===== config.mk =====
export PLATFORM = sky130hd
export DESIGN_NAME = d_to_sr_ff_bank_flat
export DESIGN_NICKNAME = d
export VERILOG_FILES = /design/src/rtl/d_to_sr_ff_bank_pkg.sv /design/src/rtl/d_to_sr_ff_bank_if.sv /design/src/rtl/d_to_sr_ff_bank_sr_cell.sv /design/src/rtl/d_to_sr_ff_bank.sv /design/src/flat_wrapper.sv
export SDC_FILE = /design/constraint.sdc
export NUM_CORES = 1
export LEC_CHECK = 0
export ABC_AREA = 0
export CORE_MARGIN = 4
export CORE_UTILIZATION = 35
export CTS_CLUSTER_SIZE = 24
export DETAILED_ROUTE_END_ITERATION = 16
export GPL_TIMING_DRIVEN = 0
export MAX_ROUTING_LAYER = met4
export PLACE_DENSITY = 0.69
export SLEW_MARGIN = 10
export SYNTH_ARGS = -nofsm -noshare
export SYNTH_HDL_FRONTEND = slang
export SYNTH_SLANG_ARGS = --single-unit

===== constraint.sdc =====
create_clock -name clk -period 1.2 [get_ports clk]
set_input_delay 0.3 -clock clk [delete_from_list [all_inputs] [get_ports clk]]
set_output_delay 0.3 -clock clk [all_outputs]
set_load 0.02 [all_outputs]

===== src/rtl/d_to_sr_ff_bank_pkg.sv =====
// Shared types for the D-register-based SR flip-flop bank.
// Latency: n/a (types and constants only).
// Backpressure: n/a.
//
// Provides the per-cell state encoding, the RESOLVE selector constants and
// a helper that maps a RESOLVE value to the state a cell settles into.
package d_to_sr_ff_bank_pkg;

    typedef enum logic [1:0] {
        ST_Q0     = 2'b00,
        ST_Q1     = 2'b01,
        ST_FORBID = 2'b10
    } sr_state_t;

    localparam int RES_Q0 = 0;
    localparam int RES_Q1 = 1;

    // State a cell falls into when S=R=0 is sampled while it sits in FORBID.
    function automatic sr_state_t resolve_state(input int res);
        return (res == RES_Q1) ? ST_Q1 : ST_Q0;
    endfunction

endpackage


===== src/rtl/d_to_sr_ff_bank_if.sv =====
// Bus bundle between the SR bank and whatever drives it.
// Latency: n/a (wiring only).
// Backpressure: none; every cycle with en=1 is consumed by the bank.
//
// master: drives en/s/r/err_clr, observes q/qb/illegal/err_sticky/illegal_cnt.
// slave : the bank itself.
interface d_to_sr_ff_bank_if #(
    parameter int WIDTH = 4,
    parameter int CNT_W = 8
);
    logic             en;
    logic [WIDTH-1:0] s;
    logic [WIDTH-1:0] r;
    logic             err_clr;
    logic [WIDTH-1:0] q;
    logic [WIDTH-1:0] qb;
    logic [WIDTH-1:0] illegal;
    logic             err_sticky;
    logic [CNT_W-1:0] illegal_cnt;

    modport master (
        output en, s, r, err_clr,
        input  q, qb, illegal, err_sticky, illegal_cnt
    );

    modport slave (
        input  en, s, r, err_clr,
        output q, qb, illegal, err_sticky, illegal_cnt
    );
endinterface


===== src/rtl/d_to_sr_ff_bank_sr_cell.sv =====
// One SR flip-flop cell: 3-state FSM (Q0/Q1/FORBID) with registered q/qb and illegal pulse.
// Latency: q/qb/illegal update one clk after s/r are sampled with en=1.
// Backpressure: none; en=0 freezes the state and suppresses the illegal pulse.
//
// Ports: clk, reset (async active-low), en, s, r -> q, qb, illegal.
module d_to_sr_ff_bank_sr_cell
    import d_to_sr_ff_bank_pkg::*;
#(
    parameter int RESOLVE = RES_Q0
) (
    input  logic clk,
    input  logic reset,
    input  logic en,
    input  logic s,
    input  logic r,
    output logic q,
    output logic qb,
    output logic illegal
);

    sr_state_t state;
    sr_state_t state_nxt;

    always_comb begin
        state_nxt = state;
        case ({s, r})
            2'b10:   state_nxt = ST_Q1;
            2'b01:   state_nxt = ST_Q0;
            2'b11:   state_nxt = ST_FORBID;
            default: begin
                if (state == ST_FORBID) begin
                    state_nxt = resolve_state(RESOLVE);
                end
            end
        endcase
    end

    // q/qb are registered from the next state so FORBID shows q=qb=0 in
    // the same cycle the state register holds FORBID.
    always_ff @(posedge clk or negedge reset) begin
        if (!reset) begin
            state   <= ST_Q0;
            q       <= 1'b0;
            qb      <= 1'b1;
            illegal <= 1'b0;
        end else if (en) begin
            state   <= state_nxt;
            q       <= (state_nxt == ST_Q1);
            qb      <= (state_nxt == ST_Q0);
            illegal <= s & r;
        end else begin
            illegal <= 1'b0;
        end
    end

endmodule


===== src/rtl/d_to_sr_ff_bank.sv =====
// Bank of WIDTH independent SR flip-flops with illegal-use reporting (sticky flag, event counter).
// Latency: all outputs registered, one clk after the sampled inputs.
// Backpressure: none; en=0 holds every cell and stops illegal reporting.
//
// Ports: clk, reset (async active-low), bus (d_to_sr_ff_bank_if.slave).
// Build option: define D_TO_SR_ILLEGAL_CNT_EN to implement illegal_cnt;
// otherwise illegal_cnt is tied to zero and the port stays for a stable interface.
module d_to_sr_ff_bank
    import d_to_sr_ff_bank_pkg::*;
#(
    parameter int WIDTH   = 4,
    parameter int RESOLVE = RES_Q0,
    parameter int CNT_W   = 8
) (
    input  logic                 clk,
    input  logic                 reset,
    d_to_sr_ff_bank_if.slave     bus
);

    logic [WIDTH-1:0] q_w;
    logic [WIDTH-1:0] qb_w;
    logic [WIDTH-1:0] illegal_w;
    logic             any_illegal;
    logic             err_sticky_r;

    for (genvar i = 0; i < WIDTH; i++) begin : g_cell
        d_to_sr_ff_bank_sr_cell #(
            .RESOLVE (RESOLVE)
        ) u_cell (
            .clk     (clk),
            .reset   (reset),
            .en      (bus.en),
            .s       (bus.s[i]),
            .r       (bus.r[i]),
            .q       (q_w[i]),
            .qb      (qb_w[i]),
            .illegal (illegal_w[i])
        );
    end

    // OR-reduce of the sampled per-cell illegal condition (the same term
    // each cell registers), so the flag and counter line up with illegal.
    assign any_illegal = bus.en & (|(bus.s & bus.r));

    // A new illegal sample beats a simultaneous clear.
    always_ff @(posedge clk or negedge reset) begin
        if (!reset) begin
            err_sticky_r <= 1'b0;
        end else if (any_illegal) begin
            err_sticky_r <= 1'b1;
        end else if (bus.err_clr) begin
            err_sticky_r <= 1'b0;
        end
    end

`ifdef D_TO_SR_ILLEGAL_CNT_EN
    localparam logic [CNT_W-1:0] CNT_MAX = '1;
    logic [CNT_W-1:0] illegal_cnt_r;

    // Saturating; a clear coinciding with an illegal cycle leaves 1.
    always_ff @(posedge clk or negedge reset) begin
        if (!reset) begin
            illegal_cnt_r <= '0;
        end else if (bus.err_clr) begin
            illegal_cnt_r <= {{(CNT_W-1){1'b0}}, any_illegal};
        end else if (any_illegal && (illegal_cnt_r != CNT_MAX)) begin
            illegal_cnt_r <= illegal_cnt_r + 1'b1;
        end
    end

    assign bus.illegal_cnt = illegal_cnt_r;
`else
    assign bus.illegal_cnt = '0;
`endif

    assign bus.q          = q_w;
    assign bus.qb         = qb_w;
    assign bus.illegal    = illegal_w;
    assign bus.err_sticky = err_sticky_r;

endmodule


===== src/flat_wrapper.sv =====
// flat-port wrapper written by rule: the top's interface ports become plain ports
module d_to_sr_ff_bank_flat import d_to_sr_ff_bank_pkg::*;
#(
    parameter int WIDTH   = 4,
    parameter int RESOLVE = RES_Q0,
    parameter int CNT_W   = 8
)
  (clk, reset, bus_en, bus_s, bus_r, bus_err_clr, bus_q, bus_qb, bus_illegal, bus_err_sticky, bus_illegal_cnt);
  d_to_sr_ff_bank_if #(.WIDTH(WIDTH), .CNT_W(CNT_W)) bus_i ();
  input  logic clk;
  input  logic reset;
  input wire logic [$bits(bus_i.en)-1:0] bus_en;
  input wire logic [$bits(bus_i.s)-1:0] bus_s;
  input wire logic [$bits(bus_i.r)-1:0] bus_r;
  input wire logic [$bits(bus_i.err_clr)-1:0] bus_err_clr;
  output wire logic [$bits(bus_i.q)-1:0] bus_q;
  output wire logic [$bits(bus_i.qb)-1:0] bus_qb;
  output wire logic [$bits(bus_i.illegal)-1:0] bus_illegal;
  output wire logic [$bits(bus_i.err_sticky)-1:0] bus_err_sticky;
  output wire logic [$bits(bus_i.illegal_cnt)-1:0] bus_illegal_cnt;
  assign bus_i.en = bus_en;
  assign bus_i.s = bus_s;
  assign bus_i.r = bus_r;
  assign bus_i.err_clr = bus_err_clr;
  assign bus_q = bus_i.q;
  assign bus_qb = bus_i.qb;
  assign bus_illegal = bus_i.illegal;
  assign bus_err_sticky = bus_i.err_sticky;
  assign bus_illegal_cnt = bus_i.illegal_cnt;
  d_to_sr_ff_bank #(.WIDTH(WIDTH), .RESOLVE(RESOLVE), .CNT_W(CNT_W)) u_core (.clk(clk), .reset(reset), .bus(bus_i));
endmodule

Run 1, wire density map:
Scale: 6 px per µm. 13 x 13 tiles, from dark purple (low) to yellow (high), scaled to the fullest tile. Values are wire area over tile area, all layers added.
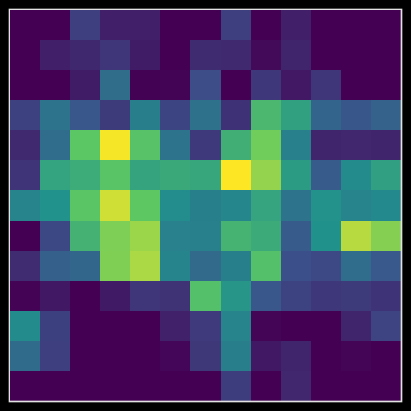
- nearly empty tiles: 28%
- mean over tiles: 0.077
- emptiest ninth of the die: lower right
total routing usage reported by global routing: 11.1%
mean routed wirelength per cell: 11.5 µm
via count of the routed design: 753

Run 1, placement view:
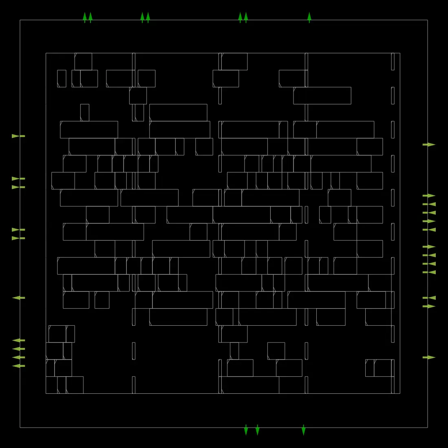
final standard cell count with taps included and fillers excluded: 176
Tapcells: 44
number of rows in the core area: 20
filler cell count: 298

Run 1, sequential cells grouped by signal name:
Scale: 6 px per µm. Other sequential cells in the stronger grey, the rest of the logic in the fainter grey.
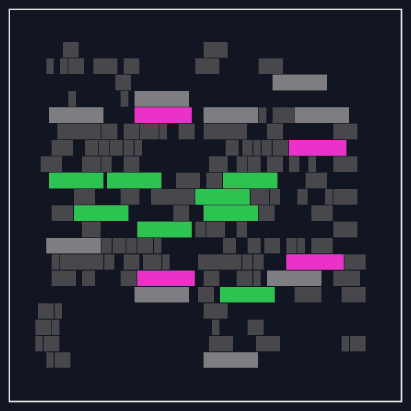
- u_core.g_cell.u_cell.qb: magenta (sequential cells 4)
- u_core.g_cell.u_cell.state: green (sequential cells 8; where centre)
sequential group power: 0.825 mW
fin util: 47.0%
Reg area: 531 µm²
flip-flop and latch share of the layout cell area: 36.7%

Run 1, drive-strength map:
Scale: 4 px per µm.
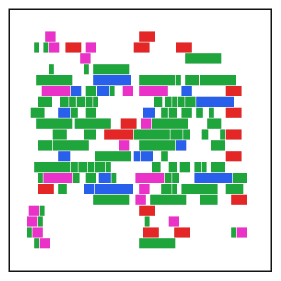
- _3 and _4 cells: magenta (cells 19; share 14%)
- _0 and _1 cells: green (cells 83; share 63%)
- _6 and larger: red (cells 15; share 11%)
- _2 cells: blue (cells 15; share 11%)
number of ordinary and repair buffers in the finished layout: 38
final instance area: 1450 µm²
PnR worst setup slack: -0.0744 ns
area grow syn2layout: 26.5%

## run 1: flip-flops by register name, indices dropped and copies added (netlist names)
signal and count:
u_core.g_cell.u_cell.q 4, u_core.g_cell.u_cell.state 8, u_core.bus.err_sticky 1, u_core.g_cell.u_cell.qb 4, u_core.g_cell.u_cell.illegal 4
## run 1: synth_stat cells, drive strengths merged
cell / instances / area, µm²
a21o: 4 / 30.0
a21oi: 12 / 75.1
a22o: 2 / 17.5
and3: 4 / 30.0
buf: 23 / 189
conb: 1 / 3.75
dfrtp: 17 / 425
dfstp: 4 / 105
inv: 13 / 48.8
nand2b: 8 / 50.1
nand3b: 4 / 30.0
o21ai: 10 / 57.6
o22ai: 4 / 80.1
==> flow_metrics.rpt, run 1 <==
FLOW METRICS REPORT
----------------------------------------------------
[Die]
  Overall die height ........................ 65.1 µm

[Critical path]
  Endpoint of the lowest-slack register-to-register path ........................ u_core.g_cell[1].u_cell.q
  Cell with the biggest individual delay on the critical path ........................ sky130_fd_sc_hd__dfstp_2
  Critical path endpoint category ........................ output port

[Power and ir drop]
  Part of the total power dissipated in combinational logic ........................ 27.4%
  Switching power share of the total ........................ 29.7%
  Share of power burned in registers ........................ 51.4%
  Overall power ........................ 1.61 mW
  Worst voltage drop across the vdd grid ........................ 0.512 mV
  Portion of total power attributed to the clock network ........................ 21.2%

[GRT]
  Layer carrying the most global-route usage ........................ met2
  Overflow left after global routing ........................ 0
  Vias in the first global route ........................ 746

[STA]
  Final number of setup-violating endpoints ........................ 4
  Total negative slack for setup checks ........................ -0.274 ns
  Min Clock Period, post-route ........................ 1.27 ns
  Worst slew slack as a fraction of its limit ........................ 39.0%
  PnR worst setup slack ........................ -0.0744 ns
  Unrepaired setup endpoints after global routing ........................ yes
  Maximum operating frequency ........................ 785 MHz

[Run status]
  Status ........................ finished, violations left
  Violated checks ........................ negative setup slack

[Synth]
  Combinational family with the most area after synthesis ........................ AND-OR/OR-AND gates
  Adder-Cell Fraction of Synth Area ........................ 0%

[Layout]
  Comb gates ........................ 56
  Area occupied by multi-input gates ........................ 400 µm²

[Place]
  Detailed placement HPWL ........................ 1510 µm
  Post-placement worst setup slack ........................ -0.328 ns
  IO buf count ........................ 24

[Routing]
  Highest metal used ........................ met4
  Via-per-instance ratio ........................ 4.28

[Clock network]
  Library cell used as clock root buffer ........................ sky130_fd_sc_hd__clkbuf_4
  Clock edge transition at the registers on the reported setup and hold paths ........................ 0.12 ns

----------------------------------------------------
Run 1, floorplan with the power grid:
Scale: 8 px per µm. Pins as bars on the die edge.
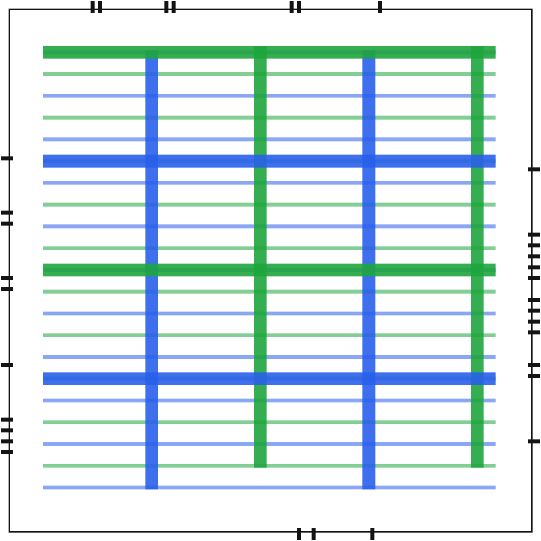

==> run 1 -> run 2 <==
--- a/config.mk
+++ b/config.mk
@@ -12,8 +12,9 @@
 export DETAILED_ROUTE_END_ITERATION = 16
 export GPL_TIMING_DRIVEN = 0
 export MAX_ROUTING_LAYER = met4
-export PLACE_DENSITY = 0.69
+export PLACE_DENSITY = 0.71
 export SLEW_MARGIN = 10
 export SYNTH_ARGS = -nofsm -noshare
 export SYNTH_HDL_FRONTEND = slang
+export SYNTH_HIERARCHICAL = 1
 export SYNTH_SLANG_ARGS = --single-unit
Run 2, floorplan with the power grid:
Scale: 8 px per µm. Pins as bars on the die edge.
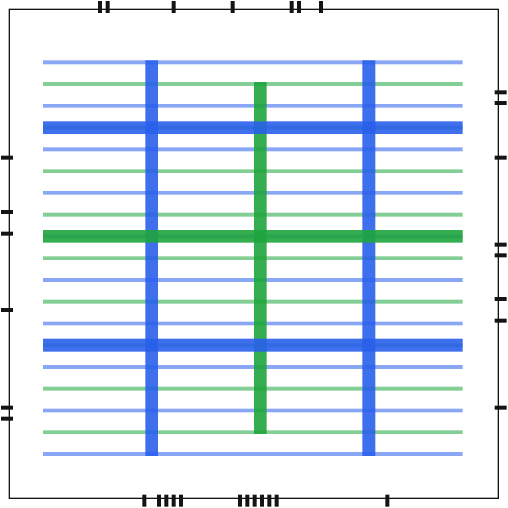
- VSS: blue
- VDD: green
- met4 straps: 3
- met5 straps: 3
- met1 rails: 19
overall die height: 60.9 µm
Die Width: 60.9 µm
core region area: 2570 µm²
worst voltage drop across the vdd grid: 0.609 mV

Run 2, drive-strength map:
Scale: 4 px per µm.
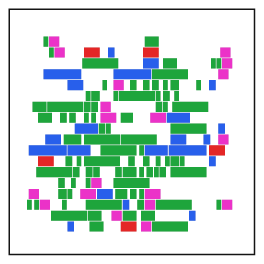
- _2 cells: blue (cells 21; share 16%)
- _6 and larger: red (cells 5; share 3.8%)
- _0 and _1 cells: green (cells 85; share 65%)
- _3 and _4 cells: magenta (cells 19; share 15%)
number of ordinary and repair buffers in the finished layout: 36
PnR worst setup slack: -0.0622 ns

==> run 2 against run 1 <==
Net effect:
- the run still ends with negative setup slack left
- largest cell class unchanged
- clock skew fell by 0.0054 ns
- worst hold slack improved by 0.012 ns
- non-clock buffer count decreased by 2
- first-iteration DRC count is 25% lower
- critical path type unchanged
- flip-flop count did not move
- total power is 3.5% lower
- area after synthesis shrank 14%
- clock power fell by 3%
==> flow_metrics.rpt, run 2 <==
FLOW METRICS REPORT
----------------------------------------------------
[Power and ir drop]
  Share of power burned in registers ........................ 54.1%
  Switching power share of the total ........................ 28.9%
  Portion of total power attributed to the clock network ........................ 21.3%
  Sequential group power ........................ 0.839 mW
  Overall power ........................ 1.55 mW
  Part of the total power dissipated in combinational logic ........................ 24.6%

[GRT]
  Overflow left after global routing ........................ 0
  Vias in the first global route ........................ 730
  Layer carrying the most global-route usage ........................ met2

[Routing]
  WL met3 ........................ 105 µm
  Via-per-instance ratio ........................ 4.58
  Via count of the routed design ........................ 733
  Highest metal used ........................ met4
  Mean routed wirelength per cell ........................ 11.8 µm

[Synth]
  Synth async-reset ratio ........................ 100%
  Biggest area contributors in the synthesized netlist ........................ sky130_fd_sc_hd__dfrtp_1, sky130_fd_sc_hd__dfstp_2, sky130_fd_sc_hd__a21oi_1, sky130_fd_sc_hd__a41oi_2, sky130_fd_sc_hd__inv_1
  Cell type with the largest total area ........................ sky130_fd_sc_hd__dfrtp_1
  Number of enable flip-flop cells ........................ 0
  Cell count after synthesis ........................ 91
  Most used DFF post-synth ........................ sky130_fd_sc_hd__dfrtp_1
  Area share of the leading cell type in the synthesized netlist ........................ 43.4%

[Run status]
  Violated checks ........................ negative setup slack
  Status ........................ finished, violations left

[Place]
  IO buf count ........................ 24
  Post-placement worst setup slack ........................ -0.864 ns
  Detailed placement HPWL ........................ 1360 µm

[Critical path]
  Critical path endpoint category ........................ output port
  Critical Path End ........................ bus_qb[0]
  Cell with the biggest individual delay on the critical path ........................ sky130_fd_sc_hd__dfstp_2
  Endpoint of the lowest-slack register-to-register path ........................ u_core/g_cell[0].u_cell/qb

[Layout]
  Area grow syn2layout ........................ 33.7%
  Final standard cell count with taps included and fillers excluded ........................ 160
  Reg area ........................ 531 µm²
  Most flop-heavy register ........................ u_core/g_cell.u_cell/state
  Area occupied by multi-input gates ........................ 353 µm²
  Number of flip-flops under the largest register name ........................ 8
  Final instance area ........................ 1310 µm²

[Clock network]
  CTS sink count ........................ 21
  Library cell used as clock root buffer ........................ sky130_fd_sc_hd__clkbuf_4

[STA]
  PnR worst setup slack ........................ -0.0622 ns
  Final number of setup-violating endpoints ........................ 4
  Worst slew slack as a fraction of its limit ........................ 38.2%
  Total negative slack for setup checks ........................ -0.238 ns
  Unrepaired setup endpoints after global routing ........................ yes
  Maximum operating frequency ........................ 792 MHz

[Die]
  Number of rows in the core area ........................ 18

----------------------------------------------------
run 2: timing repair:
action,CTS,global route
buffers inserted,1,3
setup endpoints to repair,34,25
resized,63,3
run 2: final cells by class:
| class | count | share of cell area (%) |
|---|---|---|
| multi-input cells | 52 | 26.9 |
| plain buffers | 8 | 4.58 |
| clock buffers | 4 | 2.00 |
| inverters | 17 | 4.87 |
| well taps | 30 | 2.86 |
| repair buffers | 28 | 18.3 |
| flip-flops and latches | 21 | 40.5 |
run 2: kinds of logic (layout without fill, tap and decap cells):
family          after synthesis  count (layout)  share of synthesized area [%]
simple gates                  8               8                           6.12
other cells                   1               8                          0.382
compound gates               32              32                           22.2
flops                        21              21                           54.1
mux                           4               4                           4.59
buf+inv                      25              57                           12.6
Power figures rest on the tool's default switching activity, not on a simulated workload.
